$ cat src/rtl/nand_lane_seq_pkg.sv
// Shared definitions for the NAND lane sequencer: operation codes, FSM
// states and the sizing helper for the pulse-width down-counter.
package nand_lane_seq_pkg;

    localparam logic [2:0] OP_CMD  = 3'd0;
    localparam logic [2:0] OP_ADDR = 3'd1;
    localparam logic [2:0] OP_WR   = 3'd2;
    localparam logic [2:0] OP_RD   = 3'd3;
    localparam logic [2:0] OP_WAIT = 3'd4;

    typedef enum logic [3:0] {
        ST_IDLE,
        ST_SETUP,
        ST_WE_LO,
        ST_WE_HI,
        ST_RE_LO,
        ST_RE_HI,
        ST_WB_DLY,
        ST_POLL,
        ST_DONE
    } state_t;

    // Counter width: enough bits for the largest timing value plus one spare.
    function automatic int cnt_width(input int t_wp, input int t_wh, input int t_rp,
                                     input int t_reh, input int t_wb, input int timeout);
        int m;
        m = t_wp;
        if (t_wh > m) m = t_wh;
        if (t_rp > m) m = t_rp;
        if (t_reh > m) m = t_reh;
        if (t_wb > m) m = t_wb;
        if (timeout > m) m = timeout;
        return $clog2(m) + 1;
    endfunction

endpackage

$ cat src/rtl/nand_lane_seq_sync2.sv
// Two-flop synchronizer for a single asynchronous level (RXB today, IDE
// strobes later). Both flops clear to 0 on reset.
module sync2 (
    input  logic clk,
    input  logic rst,
    input  logic d,
    output logic q
);

    logic meta;

    // Shift the asynchronous level through two flops to settle metastability.
    always_ff @(posedge clk or posedge rst) begin
        if (rst) begin
            meta <= 1'b0;
            q    <= 1'b0;
        end else begin
            meta <= d;
            q    <= meta;
        end
    end

endmodule

$ cat src/rtl/nand_lane_seq.sv
// NAND pin sequencer: takes one primitive operation at a time (CMD, ADDR,
// WR, RD, WAIT), drives the strobe waveforms with programmable widths and
// returns a single-cycle response. Every pin output is a register updated
// together with the state, so a state and its pin levels appear in the same
// cycle.
module nand_lane_seq
    import nand_lane_seq_pkg::*;
#(
    parameter int IO_W    = 8,
    parameter int T_WP    = 2,
    parameter int T_WH    = 2,
    parameter int T_RP    = 2,
    parameter int T_REH   = 2,
    parameter int T_WB    = 4,
    parameter int TIMEOUT = 1000
) (
    input  logic            CLK,
    input  logic            RST,
    input  logic            REQ_VALID,
    output logic            REQ_READY,
    input  logic [2:0]      REQ_OP,
    input  logic [IO_W-1:0] REQ_DATA,
    input  logic            REQ_LAST,
    output logic            RSP_VALID,
    output logic [IO_W-1:0] RSP_DATA,
    output logic            RSP_ERR,
    output logic [IO_W-1:0] IO_OUT,
    output logic            IO_OE,
    input  logic [IO_W-1:0] IO_IN,
    input  logic            RXB,
    output logic            ALE,
    output logic            CLE,
    output logic            xCE,
    output logic            xRE,
    output logic            xWE
);

    localparam int CNT_W = cnt_width(T_WP, T_WH, T_RP, T_REH, T_WB, TIMEOUT);

    // Reload values: the counter holds "cycles remaining minus one".
    localparam logic [CNT_W-1:0] LD_WP  = CNT_W'(T_WP - 1);
    localparam logic [CNT_W-1:0] LD_WH  = CNT_W'(T_WH - 1);
    localparam logic [CNT_W-1:0] LD_RP  = CNT_W'(T_RP - 1);
    localparam logic [CNT_W-1:0] LD_REH = CNT_W'(T_REH - 1);
    localparam logic [CNT_W-1:0] LD_WB  = CNT_W'(T_WB - 1);
    localparam logic [CNT_W-1:0] LD_TO  = CNT_W'(TIMEOUT - 1);

    state_t           state;
    logic [CNT_W-1:0] cnt;
    logic             last_q;
    logic             rxb_sync;
    logic             cnt_zero;

    assign cnt_zero = (cnt == '0);

    sync2 u_rxb_sync (
        .clk (CLK),
        .rst (RST),
        .d   (RXB),
        .q   (rxb_sync)
    );

    // Sequencer FSM: state, dwell counter and all registered pin/handshake outputs.
    always_ff @(posedge CLK or posedge RST) begin
        if (RST) begin
            state     <= ST_IDLE;
            cnt       <= '0;
            last_q    <= 1'b0;
            REQ_READY <= 1'b0;
            RSP_VALID <= 1'b0;
            RSP_ERR   <= 1'b0;
            RSP_DATA  <= '0;
            IO_OUT    <= '0;
            IO_OE     <= 1'b0;
            ALE       <= 1'b0;
            CLE       <= 1'b0;
            xCE       <= 1'b1;
            xRE       <= 1'b1;
            xWE       <= 1'b1;
        end else begin
            RSP_VALID <= 1'b0;
            RSP_ERR   <= 1'b0;
            case (state)
                ST_IDLE: begin
                    if (REQ_READY && REQ_VALID) begin
                        REQ_READY <= 1'b0;
                        last_q    <= REQ_LAST;
                        case (REQ_OP)
                            OP_CMD, OP_ADDR, OP_WR: begin
                                state  <= ST_SETUP;
                                xCE    <= 1'b0;
                                IO_OE  <= 1'b1;
                                IO_OUT <= REQ_DATA;
                                CLE    <= (REQ_OP == OP_CMD);
                                ALE    <= (REQ_OP == OP_ADDR);
                            end
                            OP_RD: begin
                                state <= ST_RE_LO;
                                cnt   <= LD_RP;
                                xCE   <= 1'b0;
                                IO_OE <= 1'b0;
                                xRE   <= 1'b0;
                            end
                            OP_WAIT: begin
                                state <= ST_WB_DLY;
                                cnt   <= LD_WB;
                            end
                            default: begin
                                // Illegal op: respond with an error straight away.
                                state     <= ST_DONE;
                                RSP_VALID <= 1'b1;
                                RSP_ERR   <= 1'b1;
                                if (REQ_LAST) xCE <= 1'b1;
                            end
                        endcase
                    end else begin
                        REQ_READY <= 1'b1;
                    end
                end
                ST_SETUP: begin
                    state <= ST_WE_LO;
                    cnt   <= LD_WP;
                    xWE   <= 1'b0;
                end
                ST_WE_LO: begin
                    if (cnt_zero) begin
                        state <= ST_WE_HI;
                        cnt   <= LD_WH;
                        xWE   <= 1'b1;
                    end else begin
                        cnt <= cnt - 1'b1;
                    end
                end
                ST_WE_HI: begin
                    if (cnt_zero) begin
                        state     <= ST_DONE;
                        RSP_VALID <= 1'b1;
                        CLE       <= 1'b0;
                        ALE       <= 1'b0;
                        IO_OE     <= 1'b0;
                        if (last_q) xCE <= 1'b1;
                    end else begin
                        cnt <= cnt - 1'b1;
                    end
                end
                ST_RE_LO: begin
                    if (cnt_zero) begin
                        // Sample the bus at the end of the xRE low window.
                        RSP_DATA <= IO_IN;
                        state    <= ST_RE_HI;
                        cnt      <= LD_REH;
                        xRE      <= 1'b1;
                    end else begin
                        cnt <= cnt - 1'b1;
                    end
                end
                ST_RE_HI: begin
                    if (cnt_zero) begin
                        state     <= ST_DONE;
                        RSP_VALID <= 1'b1;
                        if (last_q) xCE <= 1'b1;
                    end else begin
                        cnt <= cnt - 1'b1;
                    end
                end
                ST_WB_DLY: begin
                    if (cnt_zero) begin
                        state <= ST_POLL;
                        cnt   <= LD_TO;
                    end else begin
                        cnt <= cnt - 1'b1;
                    end
                end
                ST_POLL: begin
                    if (rxb_sync) begin
                        state     <= ST_DONE;
                        RSP_VALID <= 1'b1;
                        if (last_q) xCE <= 1'b1;
                    end else if (cnt_zero) begin
                        state     <= ST_DONE;
                        RSP_VALID <= 1'b1;
                        RSP_ERR   <= 1'b1;
                        if (last_q) xCE <= 1'b1;
                    end else begin
                        cnt <= cnt - 1'b1;
                    end
                end
                ST_DONE: begin
                    state     <= ST_IDLE;
                    REQ_READY <= 1'b1;
                end
                default: begin
                    state <= ST_IDLE;
                end
            endcase
        end
    end

endmodule

$ cat config.mk
export PLATFORM = sky130hd
export DESIGN_NAME = nand_lane_seq
export DESIGN_NICKNAME = d
export VERILOG_FILES = /design/src/rtl/nand_lane_seq_pkg.sv /design/src/rtl/nand_lane_seq_sync2.sv /design/src/rtl/nand_lane_seq.sv
export SDC_FILE = /design/constraint.sdc
export NUM_CORES = 1
export LEC_CHECK = 0
export CAP_MARGIN = 20
export CORE_MARGIN = 4
export CORE_UTILIZATION = 24
export DETAILED_ROUTE_END_ITERATION = 7
export PLACE_DENSITY_LB_ADDON = 0.05
export REMOVE_ABC_BUFFERS = 1
export SLEW_MARGIN = 25
export SYNTH_ARGS = -nofsm -noshare
export SYNTH_HDL_FRONTEND = slang
export SYNTH_HIERARCHICAL = 1
export SYNTH_SLANG_ARGS = --single-unit
$ cat constraint.sdc
create_clock -name CLK -period 4.92 [get_ports CLK]
set_input_delay 0.492 -clock CLK [delete_from_list [all_inputs] [get_ports CLK]]
set_output_delay 0.492 -clock CLK [all_outputs]
set_load 0.005 [all_outputs]
Figure 1. Cells by drive strength (run 1).
Bar = 20 microns.
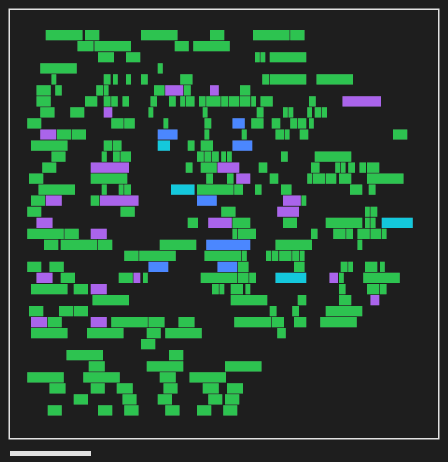
- cyan: _3 and _4 cells (cells 4; share 1.5%)
- blue: _6 and larger (cells 7; share 2.6%)
- purple: _2 cells (cells 22; share 8.1%)
- green: _0 and _1 cells (cells 238; share 88%)

Figure 2. Routed clock nets over the placement (run 1).
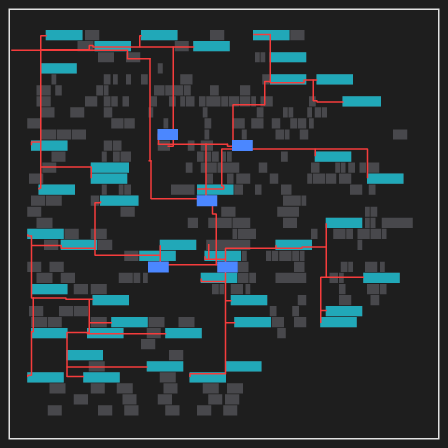
- blue: clock drivers (count 5)
- cyan: flip-flops (count 43)
- red: clock wires (length 712 microns)
- flops lie: all over the die

==> run summary, run 1 <==
flow finished, numbers: Power Dens Cells 226 nW/um^2, GP Congestion 0.739, Post-Synthesis Cells 223, Post-Route WL 6170 microns, Main synth FF type dfrtp_1, GRT Total Usage 0.115, Post-synth EDFFs 0, Synth Area per Inst 10.2 sq um, Slew @ Worst Pin 0.739 ns, Non-clock buffer share 0.159, clock tree buffer depth 2, Cell area leaders dfrtp_1, mux2_1, mux2_2, status complete, no violations, fraction of layout cells with a size suffix above 1 0.122, clkbuf count 5, Reg area 1080 sq um, f_max 422 MHz, drt pass-1 iters 4, Die H 105 microns, hold crit path type register to register, cell taking the most area after synthesis dfrtp_1, TritonCTS Buffers 5, Root Driver clkbuf_8, via/cell ratio 4.73, CP Capture Type register, Yosys Instances 223, pin count of the biggest net entering global routing 42, vias in the first global route 1926, Synth mux share 0.0889, initial antenna violation count 0, Sink Count 43, Clock buf/inv share 0.0386, Slew Limit Fails 0, synthesis area per yosys 2280 sq um, Adder Area Share 0.0110, Die W 105 microns, hold_ws 0.359 ns, Fin Clk Skew 0.0102 ns, Finished Cell Area 3010 sq um, logic share of the area 0.377, Non-clk bufs 48, Inverters 10, Ant. Diodes 0, Worst-path clk slew 0.10 ns, Leakage 0.00132 uW, mapped cell area 2280 sq um, flop share of the area 0.358, Placed Area 2890 sq um, Setup CP Type register to register, total power 681 uW, CP arrival 2.56 ns, Area Overhead vs Synth 32.1%, Unique cell types 54, global-route wire length before repair 10300 microns, Synth Register Bits 43, GR Overflow Total 0, VDD IR max 0.105 mV, DR iter-0 viols 155, final-stage net count 296, RSZ-0062 raised after global routing false, Die ar. 11100 sq um, xor/xnor share 0, Hold Startpoint u_rxb_sync/meta, total negative slack 0 ns, worst skew pair latency 0.30 ns, Commonest cells post-synth dfrtp_1, nand2_1, a21oi_1, Max-Slew Margin vs Limit 0.495, crit path DRT 5.11 ns, Port Buf Inserts 48, Worst Path Max Fanout 19, tool warning count 26
Figure 3. Cell outlines without signal wires (run 1).
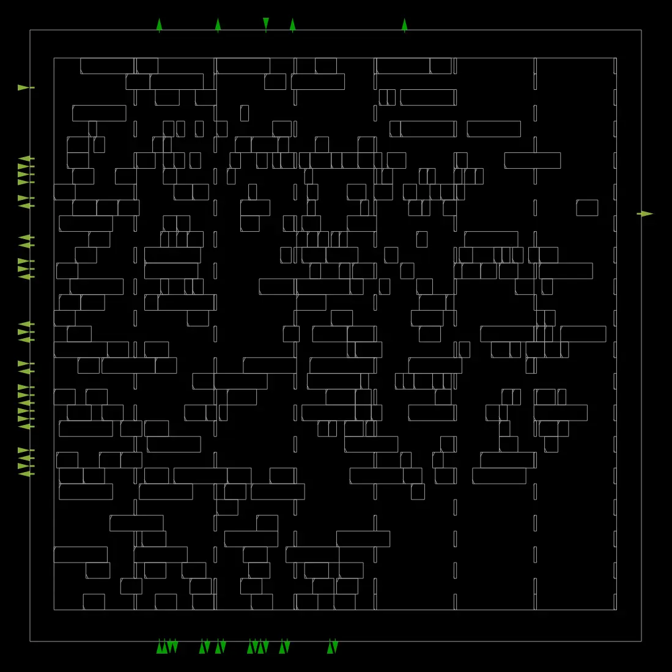
Post-Layout Cell Count: 400
Core Area: 9240 sq um
flop count: 43
Site Rows: 35

==> run 1: logic make-up (layout without fill, tap and decap cells) <==
logic type	Yosys count	in the layout
and+or+nand+nor	83	83
AOI/OAI and AO/OA	59	59
DFF	43	43
muxes	18	18
buffers and inverters	18	66
adders and majority gates	2	2
==> run 1: cells in the final DEF (no fill, tap or decap), types with 3 or more instances in the layout <==
master,n
a21oi_1,17
nand2b_1,5
o21ai_1,5
mux2_1,10
clkbuf_8,5
nand2_1,21
o21ai_0,8
o22a_1,3
dfrtp_1,40
dfstp_2,3
nor3_1,6
mux2_2,8
nor2_1,14
or3_1,3
clkdlybuf4s50_1,48
or2_2,4
a2bb2oi_1,4
nand3_1,8
inv_1,9
==> run 1: routing by layer <==
metal,global-route usage,share of wire,up-vias,wire length (microns)
met5,0,0,-,0
met4,0.0253,0.0062,0,38
met3,0.0349,0.051,4,312
met2,0.167,0.45,37,2770
met1,0.169,0.49,935,3050
li1,-,-,917,-
==> run 1: worst paths after layout <==
path	to	cells after the start	slack [ns]
hold / removal	u_rxb_sync/q	0	0.36
setup reg to reg	cnt[3]	5	2.55
setup / recovery	cnt[3]	5	2.55
min in group asynchronous	u_rxb_sync/meta	2	0.38
max in group asynchronous	RSP_ERR	2	3.83
hold reg to reg	u_rxb_sync/q	0	0.36
==> run 1: sequential cells by signal, indices dropped and copies added, names as in the netlist, 4 cells and up <==
register and flops:
IO_OUT 8, RSP_DATA 8, cnt 11, state 4
==> run 1: worst max-delay path: stages (launching register included) <==
cell and delay, ns:
dfrtp_1 0.64, a2111oi_0 0.75, nor2_1 0.18, o2111ai_2 0.30, nor3_1 0.13, a211o_1 0.24
==> run 1: report_power, final <==
group	switching (uW)	internal (uW)	total, uW
clock network	141	154	295
registers	0.916	354	355
logic	13.1	17.7	30.8
==> run 1 -> run 2 <==
- clock period: 4.92 -> 2.2 ns (I/O delays scaled with it)
==> run 2 against run 1 <==
Net effect:
- die size unchanged
- largest cell class unchanged
- total power is 130% higher
- highest routed layer unchanged
- critical path type unchanged
- cell count increased by 5.8%
==> run summary, run 2 <==
flow finished, numbers: status complete, no violations, Most flops, register cnt, Clk pwr share 0.432, Die W 105 microns, Logic pwr share 0.051, met1 usage 0.163, GRT Total Usage 0.119, Main synth FF type dfrtp_1, total negative slack 0 ns, Setup CP Type register to register, Internal 1180 uW, reg-to-reg critical path endpoint cnt[3], Synth Register Bits 43, Placed Area 3080 sq um, R2R depth 6, Area Overhead vs Synth 40.2%, Core Area 9240 sq um, Leakage 0.00144 uW, DR iter-0 viols 72, Psw 350 uW, CP arrival 2.25 ns, hold_ws 0.0983 ns, met3 Usage GRT 0.0343, Sink Count 43, Finished Cell Area 3200 sq um, total power 1530 uW, Synth Area per Inst 10.2 sq um, Power Dens Cells 480 nW/um^2, fraction of layout cells with a size suffix above 1 0.190, Reg power frac 0.518, Site Rows 35, met1 wire length 3080 microns, Max-Slew Margin vs Limit 0.601, final-stage net count 319, RSZ-0062 raised after global routing false, largest registers cnt (11), IO_OUT (8), RSP_DATA (8), hold crit path type primary input to asynchronous set/reset pin, worst skew pair latency 0.30 ns, R2R setup slack 0.14 ns, Commonest cells post-synth dfrtp_1, nand2_1, a21oi_1, Slew @ Worst Pin 0.598 ns, crit path DRT 2.39 ns, synthesis area per yosys 2280 sq um, CP Capture Type register, Yosys Instances 223, GR Layer Usage met2 0.185, vias in the first global route 2084, clock tree buffer depth 2
## run 2: cell counts after synthesis
Identical to the previous run, type by type.
## run 2: worst max-delay path by stage
stage,from,endpoint,slack (ns),cells past startpoint
finish,cnt[2],cnt[3],0.14,6
global route,cnt[2],cnt[3],0.03,6
CTS,cnt[1],cnt[8],0.15,7
detailed placement,REQ_OP[2],cnt[1],0.08,6
global placement,REQ_OP[2],cnt[1],0.11,6
floorplan,cnt[2],cnt[3],0.11,5
## run 2: cell type report
| cell class | instances | area share |
|---|---|---|
| Tap cell | 129 | 0.0505 |
| Timing Repair Buffer | 71 | 0.208 |
| Multi-Input combinational cell | 162 | 0.355 |
| Clock inverter | 3 | 0.0149 |
| Sequential cell | 43 | 0.338 |
| Clock buffer | 5 | 0.0215 |
| Inverter | 10 | 0.0117 |
## run 2: worst max-delay path, cell delays in order (launching register included)
cell	delay [ns]
dfrtp_1	0.48
nor4_4	0.39
nand4b_2	0.27
o2111ai_1	0.27
buf_4	0.23
nor3_1	0.08
a211o_1	0.23
## run 2: power groups by stage
| stage | sequential (uW) | clock [uW] | combinational, uW |
|---|---|---|---|
| after floorplan | 808 | 0 | 18.6 |
| after global placement | 809 | 0 | 80.9 |
| after detailed placement | 809 | 0 | 81.0 |
| after CTS | 794 | 690 | 81.2 |
| after global routing | 794 | 724 | 86.4 |
| final | 794 | 662 | 77.9 |
## run 2: logic make-up (layout without fill, tap and decap cells)
kind of cell	after synthesis	after routing	share of synthesized area
simple gates	83	83	0.219
compound gates	59	59	0.177
flops	43	43	0.473
mux	18	18	0.0889
buf+inv	18	89	0.0307
fa+ha+maj	2	2	0.0110
## run 2: what timing repair did
action | in CTS | in global routing
setup buffers | 0 | 0
resized | 0 | 1
endpoints found under the hold margin | 0 | 0
setup endpoints to repair | 0 | 1
Figure 4. Cell outlines without signal wires (run 2).
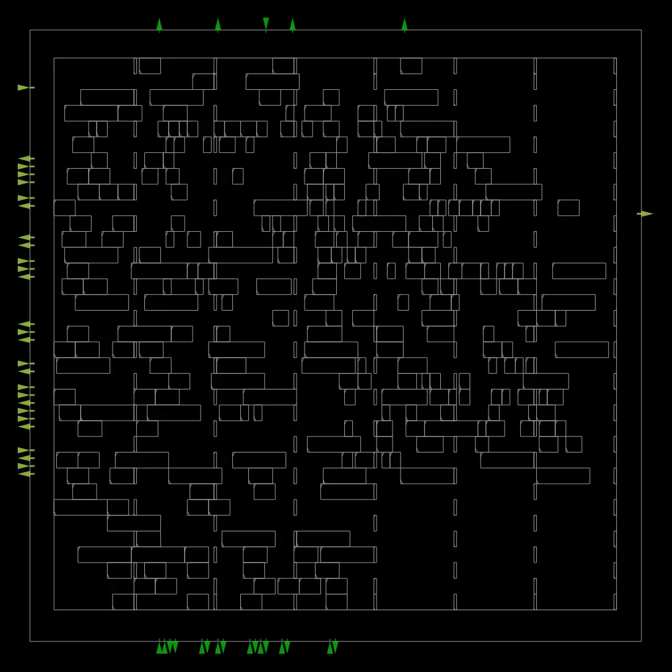
Core Util, Final: 0.346
Layout fillers: 949
Post-Layout Cell Count: 423
Well Taps: 129
flop share of the area: 0.338

Figure 5. Sequential cells grouped by signal name (run 2).
Bar = 20 microns. Other sequential cells in the stronger grey, the rest of the logic in the fainter grey.
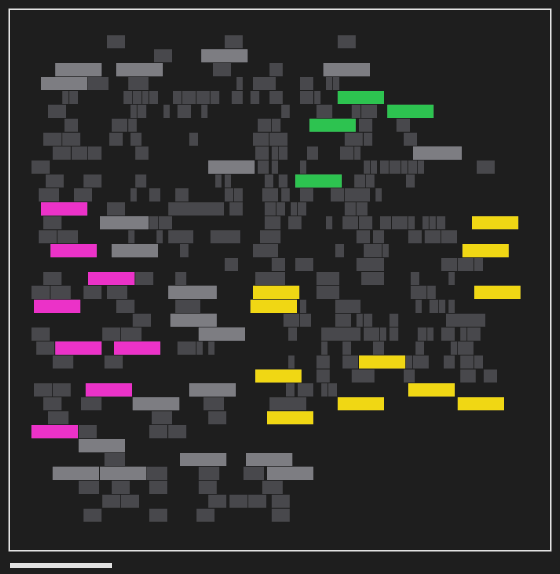
- magenta: `IO_OUT` (sequential cells 8)
- green: `state` (sequential cells 4)
- yellow: `cnt` (sequential cells 11)
- not coloured: 20

Power figures rest on the tool's default switching activity, not on a simulated workload.
